Figure 1. Cell density map.
Scale: 4 px per um. 8 x 10 tiles, from dark blue (low) to red (high), 0 to 100% covered.
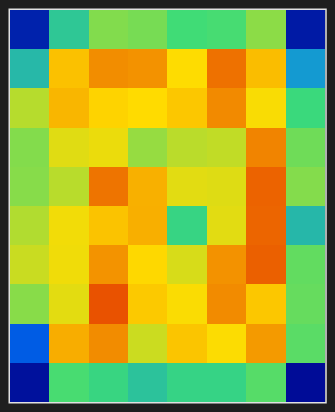
Figure 2. Cell placement.
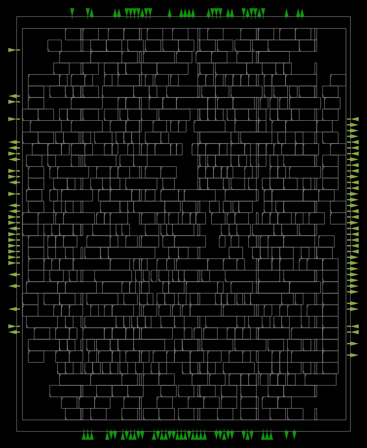
### src/rtl/a51_multi_step_if.sv
// Handshake bundle for the A5/1 multi-step clocking engine.
//   master : producer/consumer side (drives in_*, out_ready)
//   slave  : engine side (drives in_ready, out_*)
// Signals:
//   in_valid/in_ready   input transaction handshake
//   in_mode             0 = majority clocking, 1 = clock all registers
//   in_state[63:0]      R1=[63:45], R2=[44:23], R3=[22:0]
//   out_valid/out_ready output transaction handshake
//   out_state[63:0]     advanced state, same packing
//   out_keystream       one bit per step, only when A51_KEYSTREAM_EN is defined
// Optional feature macro: A51_KEYSTREAM_EN (adds KS_BITS parameter and out_keystream).
interface a51_multi_step_if
`ifdef A51_KEYSTREAM_EN
    #(parameter int unsigned KS_BITS = 1)
`endif
    ();
    logic        in_valid;
    logic        in_ready;
    logic        in_mode;
    logic [63:0] in_state;
    logic        out_valid;
    logic        out_ready;
    logic [63:0] out_state;
`ifdef A51_KEYSTREAM_EN
    logic [KS_BITS-1:0] out_keystream;

    modport master (
        output in_valid, in_mode, in_state, out_ready,
        input  in_ready, out_valid, out_state, out_keystream
    );
    modport slave (
        input  in_valid, in_mode, in_state, out_ready,
        output in_ready, out_valid, out_state, out_keystream
    );
`else
    modport master (
        output in_valid, in_mode, in_state, out_ready,
        input  in_ready, out_valid, out_state
    );
    modport slave (
        input  in_valid, in_mode, in_state, out_ready,
        output in_ready, out_valid, out_state
    );
`endif
endinterface

### src/rtl/a51_multi_step.sv
// Pipelined A5/1 clocking engine. Each transaction is advanced
// STEPS_PER_STAGE*STAGES A5/1 steps, STEPS_PER_STAGE of them unrolled inside each
// of STAGES register stages, with valid/ready flow control and bubble compression.
// Ports:
//   clk     rising-edge clock
//   rst     synchronous active-high reset, has priority over enable
//   enable  global clock enable; low freezes the whole pipeline and drops in_ready
//   bus     a51_multi_step_if.slave: in_valid/in_ready/in_mode/in_state,
//           out_valid/out_ready/out_state[/out_keystream]
// Optional feature macro: A51_KEYSTREAM_EN builds per-stage keystream accumulators
// and drives out_keystream (bit i = output of step i+1). The state path and latency
// are identical either way.
module a51_multi_step #(
    parameter int unsigned STEPS_PER_STAGE = 1,
    parameter int unsigned STAGES          = 1
) (
    input logic             clk,
    input logic             rst,
    input logic             enable,
    a51_multi_step_if.slave bus
);

`ifdef A51_KEYSTREAM_EN
    localparam int unsigned N = STEPS_PER_STAGE * STAGES;
`endif

    // One A5/1 step; mode 1 clocks all registers, mode 0 uses majority clocking.
    function automatic logic [63:0] a51_step(input logic [63:0] st, input logic mode);
        logic [18:0] r1;
        logic [21:0] r2;
        logic [22:0] r3;
        logic        maj;
        r1  = st[63:45];
        r2  = st[44:23];
        r3  = st[22:0];
        maj = (r1[8] & r2[10]) | (r1[8] & r3[10]) | (r2[10] & r3[10]);
        if (mode || (r1[8] == maj)) r1 = {r1[17:0], r1[18] ^ r1[17] ^ r1[16] ^ r1[13]};
        if (mode || (r2[10] == maj)) r2 = {r2[20:0], r2[21] ^ r2[20]};
        if (mode || (r3[10] == maj)) r3 = {r3[21:0], r3[22] ^ r3[21] ^ r3[20] ^ r3[7]};
        return {r1, r2, r3};
    endfunction

    logic [STAGES-1:0] valid_vec;
    logic [STAGES-1:0] adv;

    // A stage may advance unless it and every stage after it is full and the consumer
    // is stalling; this is the unrolled form of the per-stage advance chain.
    always_comb begin
        adv = '0;
        for (int unsigned s = 0; s < STAGES; s++) begin
            adv[s] = enable &
                     (bus.out_ready | ~(&(valid_vec | ((STAGES'(1) << s) - STAGES'(1)))));
        end
    end

    assign bus.in_ready = adv[0] & ~rst;

    for (genvar s = 0; s < STAGES; s++) begin : g_stage
        logic        src_valid;
        logic        src_mode;
        logic [63:0] src_state;
        logic        valid_q;
        logic        mode_q;
        logic [63:0] state_q;
        logic [63:0] state_d;
`ifdef A51_KEYSTREAM_EN
        logic [N-1:0] src_ks;
        logic [N-1:0] ks_q;
        logic [N-1:0] ks_d;
`endif

        if (s == 0) begin : g_src_in
            assign src_valid = bus.in_valid;
            assign src_mode  = bus.in_mode;
            assign src_state = bus.in_state;
`ifdef A51_KEYSTREAM_EN
            assign src_ks    = '0;
`endif
        end else begin : g_src_prev
            assign src_valid = g_stage[s-1].valid_q;
            assign src_mode  = g_stage[s-1].mode_q;
            assign src_state = g_stage[s-1].state_q;
`ifdef A51_KEYSTREAM_EN
            assign src_ks    = g_stage[s-1].ks_q;
`endif
        end

        always_comb begin
            state_d = src_state;
`ifdef A51_KEYSTREAM_EN
            ks_d    = src_ks;
`endif
            for (int unsigned j = 0; j < STEPS_PER_STAGE; j++) begin
                state_d = a51_step(state_d, src_mode);
`ifdef A51_KEYSTREAM_EN
                // Output bit is taken after the shift.
                ks_d[s * STEPS_PER_STAGE + j] = state_d[63] ^ state_d[44] ^ state_d[22];
`endif
            end
        end

        // Payload only loads with a valid transaction, so a drained pipe keeps its
        // last data and bubbles never overwrite anything visible.
        always_ff @(posedge clk) begin
            if (rst) begin
                valid_q <= 1'b0;
                mode_q  <= 1'b0;
                state_q <= '0;
`ifdef A51_KEYSTREAM_EN
                ks_q    <= '0;
`endif
            end else if (adv[s]) begin
                valid_q <= src_valid;
                if (src_valid) begin
                    mode_q  <= src_mode;
                    state_q <= state_d;
`ifdef A51_KEYSTREAM_EN
                    ks_q    <= ks_d;
`endif
                end
            end
        end

        assign valid_vec[s] = valid_q;
    end

    assign bus.out_valid     = g_stage[STAGES-1].valid_q;
    assign bus.out_state     = g_stage[STAGES-1].state_q;
`ifdef A51_KEYSTREAM_EN
    assign bus.out_keystream = g_stage[STAGES-1].ks_q;
`endif

endmodule

### src/flat_wrapper.sv
// flat-port wrapper written by rule: the top's interface ports become plain ports
module a51_multi_step_flat 
#(
    parameter int unsigned STEPS_PER_STAGE = 1,
    parameter int unsigned STAGES          = 1
)
  (clk, rst, enable, bus_in_valid, bus_in_mode, bus_in_state, bus_out_ready, bus_in_ready, bus_out_valid, bus_out_state);
  a51_multi_step_if bus_i ();
  input logic clk;
  input logic rst;
  input logic enable;
  input wire logic [$bits(bus_i.in_valid)-1:0] bus_in_valid;
  input wire logic [$bits(bus_i.in_mode)-1:0] bus_in_mode;
  input wire logic [$bits(bus_i.in_state)-1:0] bus_in_state;
  input wire logic [$bits(bus_i.out_ready)-1:0] bus_out_ready;
  output wire logic [$bits(bus_i.in_ready)-1:0] bus_in_ready;
  output wire logic [$bits(bus_i.out_valid)-1:0] bus_out_valid;
  output wire logic [$bits(bus_i.out_state)-1:0] bus_out_state;
  assign bus_i.in_valid = bus_in_valid;
  assign bus_i.in_mode = bus_in_mode;
  assign bus_i.in_state = bus_in_state;
  assign bus_i.out_ready = bus_out_ready;
  assign bus_in_ready = bus_i.in_ready;
  assign bus_out_valid = bus_i.out_valid;
  assign bus_out_state = bus_i.out_state;
  a51_multi_step #(.STEPS_PER_STAGE(STEPS_PER_STAGE), .STAGES(STAGES)) u_core (.clk(clk), .rst(rst), .enable(enable), .bus(bus_i));
endmodule
### config.mk
export PLATFORM = sky130hd
export DESIGN_NAME = a51_multi_step_flat
export DESIGN_NICKNAME = d
export VERILOG_FILES = /design/src/rtl/a51_multi_step_if.sv /design/src/rtl/a51_multi_step.sv /design/src/flat_wrapper.sv
export SDC_FILE = /design/constraint.sdc
export NUM_CORES = 1
export LEC_CHECK = 0
export CAP_MARGIN = 10
export CORE_ASPECT_RATIO = 1.25
export CORE_UTILIZATION = 47
export CTS_CLUSTER_SIZE = 20
export DETAILED_ROUTE_END_ITERATION = 6
export GPL_TIMING_DRIVEN = 0
export PLACE_DENSITY_LB_ADDON = 0.2
export SYNTH_ARGS = -nofsm -noshare
export SYNTH_HDL_FRONTEND = slang
export SYNTH_SLANG_ARGS = --single-unit
### constraint.sdc
create_clock -name clk -period 4.8 [get_ports clk]
set_clock_uncertainty 0.15 [all_clocks]
set_input_delay 0.96 -clock clk [delete_from_list [all_inputs] [get_ports clk]]
set_output_delay 0.96 -clock clk [all_outputs]
set_load 0.02 [all_outputs]
==> impl_metrics.yaml <==
# synthesis and place-and-route metrics
run_status:
  status: "completed"
final_timing:
  slew_violations: 0
  min_period_ns: 4.38
  rsz0062_at_grt: "false"
  timing.fmax_mhz: 228
synthesis:
  largest_area_cell: "dfxtp_1"
  synth_adder_area_share_pct: 0
  fp_nets: 482
  avgSynthCellArea_um2: 8.41
  synthTopCellsByCount: "dfxtp_1 (65), a21oi_1 (64), a311oi_1 (59)"
  ys_cells: 412
  edf_count: 0
  synth_cell_type_count: 34
  ys_area_mm2: 0.00346
  yosys_warnings: 0
  top_area_share_pct: 37.6
final_layout:
  nets: 627
  final_cell_area_mm2: 0.00510
  final_layout_size_suffix_gt1_share_pct: 8.57
  mi_logic_area_mm2: 0.00192
global_route:
  grt_use_total_pct: 30.6
  antenna_found_initial: 0
  grt_pass1_vias: 3817
critical_path:
  rrSetupSlack_ns: 2.81
  cp-start-kind: "input port"
  rr_worst_depth: 5
  crit_family: "buffers and inverters"
  critPathKind: "input port to output pin"
  critPathBufInv: 4
  critical_path.endpoint_type: "output pin"
  cp_max_fo: 10
  r2r_end: "u_core.bus.out_state[2]$_SDFFE_PP0P_"
  cpPeakStageDelay_ns: 0.68
flow_run:
  warnings: 26
placed_design:
  port_buffers: 134
routing:
  num_vias: 4122
  first_pass_iters: 7
  routed_wl_um: 11700
  met3_wirelength_um: 889
  wire_per_inst_um: 18.0
clocking:
  cts-htree-levels: 3
  numCtsBuffers: 9
  cts_tree: "yes"
  holdBufCountCts: 0
min_path:
  whs_path_depth: 2
Notes on Figure 1 above:
fullest tile: 91%
mean over tiles: 65%
tiles over 75% full: 36%
core area: 0.00706 mm^2
fp util: 49.1%
fin util: 72.2%

Notes on Figure 2 above:
flip-flops: 65
Seq area share: 25.5%
Final Instance Count excl. Fillers: 650
filler instances: 608

-- power by group --
part | internal [mW] | leakage, nW | switching (mW) | total, mW
clock network | 0.246 | 0.0978 | 0.211 | 0.457
registers | 0.578 | 0.536 | 0.0223 | 0.601
logic | 0.179 | 1.15 | 0.189 | 0.367
-- layout by cell type (no fill, tap or decap), drive strengths merged --
cell type / n
nor2b: 7
nor3b: 2
a21oi: 64
nand2b: 2
o21bai: 1
or3: 1
dfxtp: 65
bufinv: 1
nand4bb: 3
nand3: 56
buf: 21
o311ai: 3
nor2: 2
o21ai: 62
and2: 1
a311oi: 59
clkdlybuf4s50: 134
a211oi: 2
nand2: 5
nor4b: 3
and4bb: 3
o2111ai: 3
o31ai: 3
xor2: 5
xnor2: 2
or4b: 3
and3b: 1
clkinv: 3
clkbuf: 43
-- how the worst min path moves through the flow --
stage	start	slack (ns)	to
6_report	u_core.bus.out_state[29]$_SDFFE_PP0P_	0.37	u_core.bus.out_state[29]$_SDFFE_PP0P_
5_1_grt	u_core.bus.out_state[10]$_SDFFE_PP0P_	0.38	u_core.bus.out_state[10]$_SDFFE_PP0P_
3_3_place_gp	u_core.bus.out_state[36]$_SDFFE_PP0P_	0.36	u_core.bus.out_state[36]$_SDFFE_PP0P_
2_1_floorplan	u_core.bus.out_state[36]$_SDFFE_PP0P_	0.43	u_core.bus.out_state[36]$_SDFFE_PP0P_
4_1_cts	u_core.bus.out_state[29]$_SDFFE_PP0P_	0.37	u_core.bus.out_state[29]$_SDFFE_PP0P_
3_5_place_dp	u_core.bus.out_state[58]$_SDFFE_PP0P_	0.36	u_core.bus.out_state[58]$_SDFFE_PP0P_
-- layer usage --
metal	up-vias	GRT usage [%]
li1	1906	-
met1	1924	38.2
met2	255	52.0
met3	37	4.02
met4	0	13.5
met5	-	0
-- through the flow --
step / total power [mW] / std cells / utilization (%) / setup slack (ns)
3_3_place_gp: 0.967 / 636 / 69.6 / 0.466
2_1_floorplan: 0.791 / 412 / - / 1.80
3_5_place_dp: 0.975 / 636 / 69.6 / 0.483
6_report: 1.42 / 650 / 72.2 / 0.422
5_1_grt: 1.48 / 650 / 72.2 / 0.364
4_1_cts: 1.43 / 650 / 72.2 / 0.477
-- cell type report --
class | count | share of cell area, %
timing repair buffer | 134 | 26.3
multi-input combinational | 293 | 37.6
buffer | 54 | 4.78
sequential | 65 | 25.5
clock buffer | 10 | 2.70
tap | 90 | 2.21
clock inverter | 4 | 0.883
-- tightest hold or removal path: cells and delay by family, from the launching register on --
family,cells,cell delay [ns]
flip-flops,1,0.31
AND-OR/OR-AND,2,0.16
-- logic make-up (layout without fill, tap and decap cells) --
logic type	Yosys count	after routing
flops	65	65
compound gates	197	197
buf+inv	54	202
simple gates	89	89
xor+xnor	7	7
-- registers in the layout, indices dropped and copies added, names as in the netlist --
signal / count
u_core.bus.out_valid: 1
u_core.bus.out_state: 64
Power and IR drop assume default switching activity.
